File: src/rtl/det_pkg.sv
// Shared constants and FSM state encoding for the windowed detection counter.
package det_pkg;

  localparam int WIN_CYCLES_DEF = 16;
  localparam int CNT_W_DEF      = 4;

  typedef enum logic [1:0] {
    IDLE,
    WINDOW,
    HOLD
  } state_t;

endpackage

File: src/rtl/sat_counter.sv
// Saturating up-counter with synchronous clear; sat flags the all-ones value.
module sat_counter #(
  parameter int W = 4
) (
  input  logic         clk,
  input  logic         rst,
  input  logic         clr,
  input  logic         inc,
  output logic [W-1:0] cnt,
  output logic         sat
);

  assign sat = &cnt;

  always_ff @(posedge clk or negedge rst) begin
    if (!rst) begin
      cnt <= '0;
    end else if (clr) begin
      cnt <= '0;
    end else if (inc && !sat) begin
      cnt <= cnt + 1'b1;
    end
  end

endmodule

File: src/rtl/det_window_counter.sv
// Counts detector pulses over fixed windows and hands each window's total
// to a consumer through a valid/ready hold register.
module det_window_counter
  import det_pkg::*;
#(
  parameter int WIN_CYCLES = WIN_CYCLES_DEF,
  parameter int CNT_W      = CNT_W_DEF
) (
  input  logic             clk,
  input  logic             rst,
  input  logic             en,
  input  logic             det,
  output logic [CNT_W-1:0] cnt_out,
  output logic             cnt_valid,
  input  logic             cnt_ready,
  output logic             ovf
);

  localparam int            TW   = $clog2(WIN_CYCLES);
  localparam logic [TW-1:0] LAST = TW'(WIN_CYCLES - 1);

  state_t           state;
  logic [TW-1:0]    timer;
  logic             ovf_flag;
  logic [CNT_W-1:0] run_cnt;
  logic             run_sat;
  logic             run_clr;
  logic             run_inc;
  logic [CNT_W-1:0] final_cnt;
  logic             hit_sat;

  // Outside WINDOW the running count is always idle at zero, so the next
  // window (fresh or back-to-back) never inherits a stale or aborted count.
  assign run_clr = (state != WINDOW);
  assign run_inc = (state == WINDOW) && en && det;
  assign hit_sat = det && run_sat;

  // The last window cycle's pulse is folded in here so the reported total
  // includes it without waiting an extra cycle for the counter to update.
  assign final_cnt = (det && !run_sat) ? run_cnt + 1'b1 : run_cnt;

  sat_counter #(
    .W(CNT_W)
  ) u_cnt (
    .clk (clk),
    .rst (rst),
    .clr (run_clr),
    .inc (run_inc),
    .cnt (run_cnt),
    .sat (run_sat)
  );

  always_ff @(posedge clk or negedge rst) begin
    if (!rst) begin
      state     <= IDLE;
      timer     <= '0;
      ovf_flag  <= 1'b0;
      cnt_out   <= '0;
      cnt_valid <= 1'b0;
      ovf       <= 1'b0;
    end else begin
      case (state)
        IDLE: begin
          timer    <= '0;
          ovf_flag <= 1'b0;
          if (en) state <= WINDOW;
        end
        WINDOW: begin
          if (!en) begin
            state    <= IDLE;
            timer    <= '0;
            ovf_flag <= 1'b0;
          end else begin
            if (hit_sat) ovf_flag <= 1'b1;
            if (timer == LAST) begin
              state     <= HOLD;
              timer     <= '0;
              cnt_out   <= final_cnt;
              ovf       <= ovf_flag | hit_sat;
              cnt_valid <= 1'b1;
            end else begin
              timer <= timer + 1'b1;
            end
          end
        end
        HOLD: begin
          if (cnt_ready) begin
            cnt_valid <= 1'b0;
            timer     <= '0;
            ovf_flag  <= 1'b0;
            state     <= en ? WINDOW : IDLE;
          end
        end
        default: state <= IDLE;
      endcase
    end
  end

endmodule

File: config.mk
export PLATFORM = sky130hd
export DESIGN_NAME = det_window_counter
export DESIGN_NICKNAME = d
export VERILOG_FILES = /design/src/rtl/det_pkg.sv /design/src/rtl/sat_counter.sv /design/src/rtl/det_window_counter.sv
export SDC_FILE = /design/constraint.sdc
export NUM_CORES = 1
export LEC_CHECK = 0
export ABC_AREA = 0
export ABC_CLOCK_PERIOD_IN_PS = 1650
export CORE_MARGIN = 5
export CORE_UTILIZATION = 52
export DETAILED_ROUTE_END_ITERATION = 8
export PLACE_DENSITY = 0.78
export SKIP_LAST_GASP = 1
export SLEW_MARGIN = 25
export SYNTH_ARGS = -nofsm -noshare
export SYNTH_HDL_FRONTEND = slang
export SYNTH_SLANG_ARGS = --single-unit
File: constraint.sdc
create_clock -name clk -period 1.65 [get_ports clk]
set_input_delay 0.33 -clock clk [delete_from_list [all_inputs] [get_ports clk]]
set_output_delay 0.33 -clock clk [all_outputs]
set_load 0.02 [all_outputs]
logic_types.png
Drawn at 6 px/um.
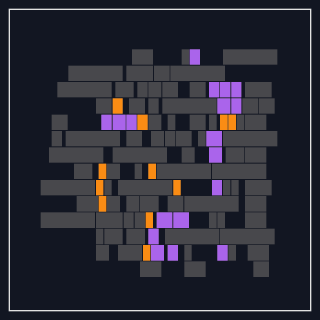
nor cells -> orange  # cells 11
aoi and oai cells -> purple  # cells 18

power_grid.png
Drawn at 8 px/um. Pins as bars on the die edge.
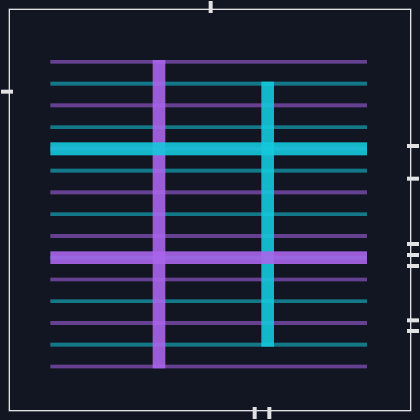
VSS -> purple
VDD -> cyan
met1 rails = 15
rows = 14

==> flow_summary.toml <==
# yosys + openroad results
[outcome]
status = "finished, final reports clean"

[detailed_routing]
via_per_inst = 5.813
wl_met2_um = 886
drc_errors = 0
wl_met3_um = 106
drt_wl_total_mm = 1.782

[run]
warnings = 26

[critical_path]
cp_max_fo = 2
reg2reg_to = "u_cnt.cnt[1]"
worstSetupPathType = "register to output pin"
cp.arrival_ps = 1260
ff2ff_path_depth = 5
path_delay_family = "buffers and inverters"
startpoint = "cnt_out[0]"
r2r-start = "u_cnt.cnt[0]"
cp.depth = 1
cp-start-kind = "register"

[power]
p_leak_nw = 0.5216
combinationalPowerShare_pct = 8.8
p_sw_w = 0.0001713
seqPwrFrac_pct = 60.4
top_power_group = "registers"
ir_drop_mv = 0.6892
p_seq_w = 0.000432

[finish]
final_cells = 123
area_growth_syn_to_layout_pct = 23.31
nonClkBufAreaFrac_pct = 15.37
n_all_buffers = 17
fin_area_um2 = 1026
dominant_cells = "sequential cells"
seq_area_um2 = 425.4
sh_seq_area_pct = 41.46
comb_share_pct = 37.44
fillers = 115
drive_gt1_share_pct = 12.15
nNonClkInverters = 3

[yosys]
syn_avg_cell_area_um2 = 9.455
edf_count = 0
ff_type = "dfrtp_1"
xor_share_pct = 3.158
ys_area_um2 = 832.0
synth.cell_area_um2 = 832.0
synth_nets = 95
ys_seq_share_pct = 51.13

[global_route]
antenna_found_initial = 0
grt_max_degree = 18
globalRouteMet2Util_pct = 25.52
grtUsageMet3_pct = 5.422
grt_pass1_vias = 685

[die]
die-height_um = 50
die_w_um = 50

[clock_network]
cts-htree-levels = 1
clkSinkCount = 17

[timing]
tightestPinTransition_ps = 262.9
rsz0062_at_grt = "no"
slew_viol_final = 0
max_freq_mhz = 628.6
fin_crit_sh_pct = 96.42

[place]
placed_cells = 119
port_buffers = 10
place_congestion = 0.8290
clocks.png
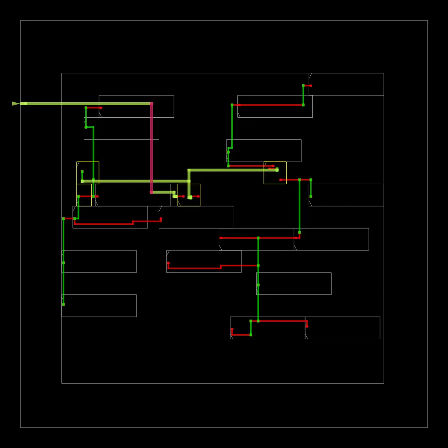
worst-skew pair later-pin latency: 300 ps
# clk buffers: 3

==> state kept, by name, indices dropped and copies added (netlist names) <==
name       cells
timer          4
ovf            1
cnt_valid      1
ovf_flag       1
state          2
cnt_out        4
u_cnt.cnt      4
==> cell usage after synthesis (2+ instances only) <==
cell | instances | area share [%]
inv_1 | 3 | 1.4
ha_1 | 2 | 3.0
nand4_1 | 3 | 2.3
a21oi_1 | 6 | 3.6
nand2_1 | 11 | 5.0
nor3_1 | 2 | 1.2
xnor2_1 | 2 | 2.1
and3_1 | 3 | 2.3
a31oi_1 | 3 | 2.3
o31ai_1 | 2 | 1.8
nand3_1 | 5 | 3.0
nor2_1 | 9 | 4.1
o21ai_0 | 5 | 3.0
dfrtp_1 | 17 | 51
